--- config.mk ---
export PLATFORM = sky130hd
export DESIGN_NAME = uart_char_packet_rx_flat
export DESIGN_NICKNAME = d
export VERILOG_FILES = /design/src/rtl/uart_char_packet_rx_if.sv /design/src/rtl/uart_char_packet_rx.sv /design/src/flat_wrapper.sv
export SDC_FILE = /design/constraint.sdc
export NUM_CORES = 1
export LEC_CHECK = 0
export ABC_AREA = 1
export CAP_MARGIN = 20
export CORE_MARGIN = 2
export CORE_UTILIZATION = 62
export DETAILED_ROUTE_END_ITERATION = 8
export HOLD_SLACK_MARGIN = 0.03
export PLACE_DENSITY = 0.93
export SLEW_MARGIN = 5
export SYNTH_ARGS = -nofsm -noshare
export SYNTH_HDL_FRONTEND = slang
export SYNTH_SLANG_ARGS = --single-unit
--- constraint.sdc ---
create_clock -name clk -period 5.2 [get_ports clk]
set_clock_uncertainty 0.2 [all_clocks]
set_input_delay 0.78 -clock clk [delete_from_list [all_inputs] [get_ports clk]]
set_output_delay 0.78 -clock clk [all_outputs]
set_load 0.01 [all_outputs]
--- src/rtl/uart_char_packet_rx_if.sv ---
// Character handshake bundle between the UART packet receiver and the text buffer.
// The receiver drives the decoded character; the text buffer returns char_ready.
interface uart_char_packet_rx_if;
   logic       char_valid;
   logic       char_ready;
   logic [7:0] char_ascii;
   logic [3:0] char_color;
   logic       char_lang;

   modport master (
      output char_valid,
      output char_ascii,
      output char_color,
      output char_lang,
      input  char_ready
   );

   modport slave (
      input  char_valid,
      input  char_ascii,
      input  char_color,
      input  char_lang,
      output char_ready
   );
endinterface

--- src/rtl/uart_char_packet_rx.sv ---
// UART receiver that reassembles {header, ascii} character packets for the text buffer.
// Optional feature macro RX_PARITY_EN: adds an even-parity bit to every frame (8E1).
module uart_char_packet_rx #(
   parameter int CLKS_PER_BIT   = 868,
   parameter int TIMEOUT_CYCLES = 20 * 868
) (
   input  logic                   clk,
   input  logic                   reset,
   input  logic                   rx,
   uart_char_packet_rx_if.master  char_bus,
   output logic                   frame_err,
   output logic                   overrun,
   output logic                   busy
);

   localparam int CNT_W = $clog2(CLKS_PER_BIT);
   localparam logic [CNT_W-1:0] BIT_LAST  = CNT_W'(CLKS_PER_BIT - 1);
   localparam logic [CNT_W-1:0] HALF_LAST = CNT_W'(CLKS_PER_BIT / 2 - 1);
   localparam logic [31:0]      TMO_LAST  = 32'(TIMEOUT_CYCLES - 1);

   typedef enum logic [2:0] {
      ENG_IDLE   = 3'd0,
      ENG_START  = 3'd1,
      ENG_DATA   = 3'd2,
      ENG_PARITY = 3'd3,
      ENG_STOP   = 3'd4
   } eng_state_t;

   typedef enum logic {
      PKT_WAIT_HDR  = 1'b0,
      PKT_WAIT_CHAR = 1'b1
   } pkt_state_t;

   function automatic logic even_parity(input logic [7:0] data);
      return ^data;
   endfunction

   logic             rx_meta_r;
   logic             rx_sync_r;
   logic             rx_prev_r;
   eng_state_t       eng_state_r;
   logic [CNT_W-1:0] cnt_r;
   logic [2:0]       bit_idx_r;
   logic [7:0]       shift_r;
   logic             par_ok_s;
   pkt_state_t       pkt_state_r;
   logic [31:0]      tmo_r;
   logic             hdr_lang_r;
   logic [3:0]       hdr_color_r;
   logic             valid_r;
   logic [7:0]       ascii_r;
   logic [3:0]       color_r;
   logic             lang_r;
   logic             frame_err_r;
   logic             overrun_r;
   logic             byte_good_s;
   logic             byte_bad_s;
   logic             pkt_done_s;
   logic             load_s;

`ifdef RX_PARITY_EN
   logic             par_ok_r;
   assign par_ok_s = par_ok_r;
`else
   assign par_ok_s = 1'b1;
`endif

   // Two-flop synchroniser plus previous-sample flop for falling-edge detection.
   always_ff @(posedge clk) begin
      if (reset) begin
         rx_meta_r <= 1'b1;
         rx_sync_r <= 1'b1;
         rx_prev_r <= 1'b1;
      end else begin
         rx_meta_r <= rx;
         rx_sync_r <= rx_meta_r;
         rx_prev_r <= rx_sync_r;
      end
   end

   // Stop-bit mid-sample classifies the just-received byte as good or bad.
   always_comb begin
      byte_good_s = 1'b0;
      byte_bad_s  = 1'b0;
      if ((eng_state_r == ENG_STOP) && (cnt_r == BIT_LAST)) begin
         if (rx_sync_r && par_ok_s) begin
            byte_good_s = 1'b1;
         end else begin
            byte_bad_s = 1'b1;
         end
      end else begin
         byte_good_s = 1'b0;
         byte_bad_s  = 1'b0;
      end
   end

   assign pkt_done_s = byte_good_s && (pkt_state_r == PKT_WAIT_CHAR);
   assign load_s     = pkt_done_s && (!valid_r || char_bus.char_ready);

   // Bit engine: START waits half a bit, later states sample once per bit period.
   always_ff @(posedge clk) begin
      if (reset) begin
         eng_state_r <= ENG_IDLE;
         cnt_r       <= '0;
         bit_idx_r   <= 3'd0;
         shift_r     <= 8'h00;
`ifdef RX_PARITY_EN
         par_ok_r    <= 1'b1;
`endif
      end else begin
         case (eng_state_r)
            ENG_IDLE: begin
               cnt_r     <= '0;
               bit_idx_r <= 3'd0;
               if (rx_prev_r && !rx_sync_r) begin
                  eng_state_r <= ENG_START;
               end else begin
                  eng_state_r <= ENG_IDLE;
               end
            end
            ENG_START: begin
               if (cnt_r == HALF_LAST) begin
                  cnt_r       <= '0;
                  eng_state_r <= rx_sync_r ? ENG_IDLE : ENG_DATA;
               end else begin
                  cnt_r <= cnt_r + 1'b1;
               end
            end
            ENG_DATA: begin
               if (cnt_r == BIT_LAST) begin
                  cnt_r   <= '0;
                  shift_r <= {rx_sync_r, shift_r[7:1]};
                  if (bit_idx_r == 3'd7) begin
`ifdef RX_PARITY_EN
                     eng_state_r <= ENG_PARITY;
`else
                     eng_state_r <= ENG_STOP;
`endif
                  end else begin
                     bit_idx_r <= bit_idx_r + 3'd1;
                  end
               end else begin
                  cnt_r <= cnt_r + 1'b1;
               end
            end
            ENG_PARITY: begin
`ifdef RX_PARITY_EN
               if (cnt_r == BIT_LAST) begin
                  cnt_r       <= '0;
                  par_ok_r    <= (rx_sync_r == even_parity(shift_r));
                  eng_state_r <= ENG_STOP;
               end else begin
                  cnt_r <= cnt_r + 1'b1;
               end
`else
               eng_state_r <= ENG_IDLE;
`endif
            end
            ENG_STOP: begin
               if (cnt_r == BIT_LAST) begin
                  cnt_r       <= '0;
                  eng_state_r <= ENG_IDLE;
               end else begin
                  cnt_r <= cnt_r + 1'b1;
               end
            end
            default: begin
               eng_state_r <= ENG_IDLE;
               cnt_r       <= '0;
            end
         endcase
      end
   end

   // Packet assembly: header latches attributes, next good byte completes the packet.
   always_ff @(posedge clk) begin
      if (reset) begin
         pkt_state_r <= PKT_WAIT_HDR;
         tmo_r       <= 32'd0;
         hdr_lang_r  <= 1'b0;
         hdr_color_r <= 4'h0;
      end else begin
         case (pkt_state_r)
            PKT_WAIT_HDR: begin
               tmo_r <= 32'd0;
               if (byte_good_s && (shift_r[7:5] == 3'b101)) begin
                  hdr_lang_r  <= shift_r[4];
                  hdr_color_r <= shift_r[3:0];
                  pkt_state_r <= PKT_WAIT_CHAR;
               end else begin
                  pkt_state_r <= PKT_WAIT_HDR;
               end
            end
            PKT_WAIT_CHAR: begin
               if (byte_good_s || byte_bad_s) begin
                  tmo_r       <= 32'd0;
                  pkt_state_r <= PKT_WAIT_HDR;
               end else if (eng_state_r == ENG_IDLE) begin
                  // Count only line-idle time; a frame in flight holds the timer.
                  if (tmo_r == TMO_LAST) begin
                     tmo_r       <= 32'd0;
                     pkt_state_r <= PKT_WAIT_HDR;
                  end else begin
                     tmo_r <= tmo_r + 32'd1;
                  end
               end else begin
                  tmo_r <= tmo_r;
               end
            end
            default: begin
               pkt_state_r <= PKT_WAIT_HDR;
               tmo_r       <= 32'd0;
            end
         endcase
      end
   end

   // Output holding register with sticky overrun when a held character blocks a new one.
   always_ff @(posedge clk) begin
      if (reset) begin
         valid_r     <= 1'b0;
         ascii_r     <= 8'h00;
         color_r     <= 4'h0;
         lang_r      <= 1'b0;
         frame_err_r <= 1'b0;
         overrun_r   <= 1'b0;
      end else begin
         frame_err_r <= byte_bad_s;
         if (load_s) begin
            valid_r <= 1'b1;
            ascii_r <= shift_r;
            color_r <= hdr_color_r;
            lang_r  <= hdr_lang_r;
         end else if (valid_r && char_bus.char_ready) begin
            valid_r <= 1'b0;
         end else begin
            valid_r <= valid_r;
         end
         if (pkt_done_s && valid_r && !char_bus.char_ready) begin
            overrun_r <= 1'b1;
         end else begin
            overrun_r <= overrun_r;
         end
      end
   end

   assign char_bus.char_valid = valid_r;
   assign char_bus.char_ascii = ascii_r;
   assign char_bus.char_color = color_r;
   assign char_bus.char_lang  = lang_r;
   assign frame_err           = frame_err_r;
   assign overrun             = overrun_r;
   assign busy                = (eng_state_r != ENG_IDLE) || (pkt_state_r == PKT_WAIT_CHAR);

endmodule

--- src/flat_wrapper.sv ---
// flat-port wrapper written by rule: the top's interface ports become plain ports
module uart_char_packet_rx_flat 
#(
   parameter int CLKS_PER_BIT   = 868,
   parameter int TIMEOUT_CYCLES = 20 * 868
)
  (clk, reset, rx, frame_err, overrun, busy, char_bus_char_valid, char_bus_char_ascii, char_bus_char_color, char_bus_char_lang, char_bus_char_ready);
  uart_char_packet_rx_if char_bus_i ();
  input  logic clk;
  input  logic reset;
  input  logic rx;
  output logic frame_err;
  output logic overrun;
  output logic busy;
  output wire logic [$bits(char_bus_i.char_valid)-1:0] char_bus_char_valid;
  output wire logic [$bits(char_bus_i.char_ascii)-1:0] char_bus_char_ascii;
  output wire logic [$bits(char_bus_i.char_color)-1:0] char_bus_char_color;
  output wire logic [$bits(char_bus_i.char_lang)-1:0] char_bus_char_lang;
  input wire logic [$bits(char_bus_i.char_ready)-1:0] char_bus_char_ready;
  assign char_bus_char_valid = char_bus_i.char_valid;
  assign char_bus_char_ascii = char_bus_i.char_ascii;
  assign char_bus_char_color = char_bus_i.char_color;
  assign char_bus_char_lang = char_bus_i.char_lang;
  assign char_bus_i.char_ready = char_bus_char_ready;
  uart_char_packet_rx #(.CLKS_PER_BIT(CLKS_PER_BIT), .TIMEOUT_CYCLES(TIMEOUT_CYCLES)) u_core (.clk(clk), .reset(reset), .rx(rx), .char_bus(char_bus_i), .frame_err(frame_err), .overrun(overrun), .busy(busy));
endmodule
Routing congestion:
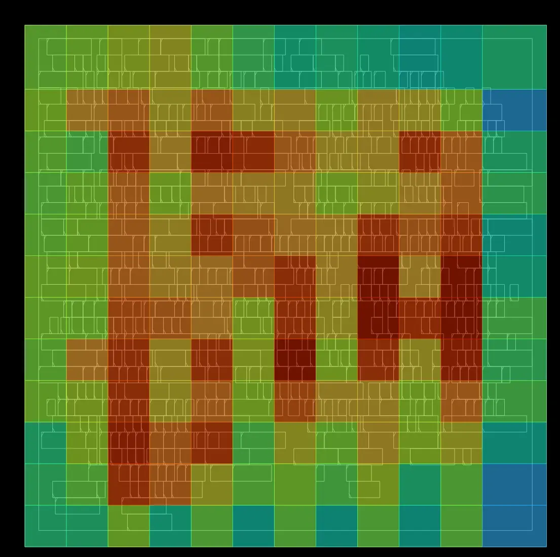
M1 GR Usage: 34.8%
met3 usage: 5.81%
final core occ: 69.1%
routed len/inst: 13.7 um
GR met2 Demand/Resource: 47.6%

Register map, names as in the netlist:
The bar under the picture is 20 um long. Other sequential cells in the stronger gray, the rest of the logic in the fainter gray.
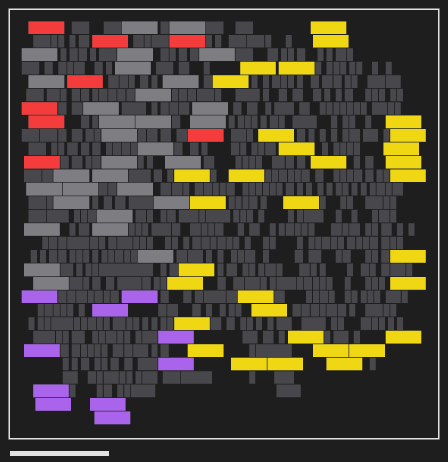
yellow -> u_core.tmo_r  # flops 32
purple -> u_core.cnt_r  # flops 10, where south-west
red -> u_core.char_bus.char_ascii  # flops 8, where north-west
Flop area: 1620 sq um
Seq group: 653 uW
Seq/total area: 35.1%

==> changes_impl.md <==
### Changed

* Outcome: finished clean
* DR DRC count at 0
* Synthesized area at 4230 sq um
* Final period util at 56.8%
* Synth Instances at 624
* CP max stage delay at 0.80 ns
* Hold path start: u_core.rx_meta_r
* Critical-path top delay cell: dfxtp_1
* Ys cells at 624
* Iteration-0 DRC Markers at between 300 and 400
* Cell chain of the critical path: inv_1 -> nand2_1 -> clkdlybuf4s50_1
* Crit path max-delay family: flip-flops
* Top cells by count, synth: nand2_1, nor2_1, dfxtp_1
* Post-route setup TNS at 0 ns
* Final nets at about 650
* Final-report hold violation count at 0
* Tot GR Track Use at 28.1%
* Asr flop ratio synth at 0%
* Worst path bufs/invs at 2
* Largest regs: u_core.tmo_r x32, u_core.cnt_r x10
* Levels on crit path at 3
* Count leader, synth: nand2_1
* Mux cell area share at 0%
* RSZ-0062 raised after global routing: false
* Max reg flops at 32
* Max Cap Viol at 0
* Top-area cell share at roughly two fifths
* Floorplan Nets at 633
* EDFF count, synth at 0
* Area grow syn2layout at 9.33%
* Post-cts resize count at 0
Metal layers overlaid:
The bar under the picture is 20 um long. Two of the layers only.
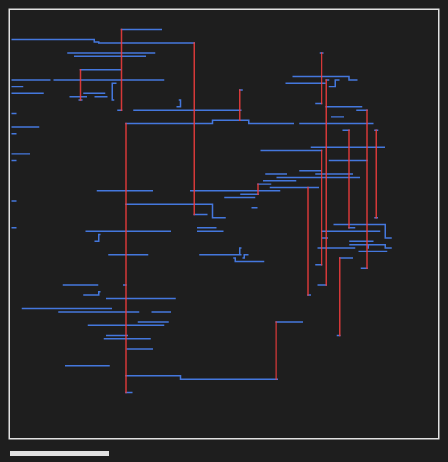
blue -> M3  # wire length 678 um
red -> M4  # wire length 313 um

## power by group
group / leakage (uW) / internal (uW) / total (uW) / switching (uW)
registers: 0.000653 / 636 / 653 / 17.3
clock network: 0.000100 / 232 / 487 / 255
logic: 0.000987 / 53.7 / 169 / 115
total: 0.00174 / 921 / 1310 / 388
## cells by family after synthesis
kind of cell,after synthesis
buf+inv,98
flops,81
fa+ha+maj,5
simple gates,355
xor+xnor,15
compound gates,70
## area by class of cell
cell class | instances | area, sq um | area share, %
Inverter | 79 | 297 | 6.42
Sequential cell | 81 | 1620 | 35.1
Multi-Input combinational cell | 445 | 2180 | 47.3
Clock inverter | 7 | 85.1 | 1.84
Clock buffer | 9 | 124 | 2.68
Tap cell | 80 | 100 | 2.17
Timing Repair Buffer | 21 | 208 | 4.50
Power and IR drop assume default switching activity.
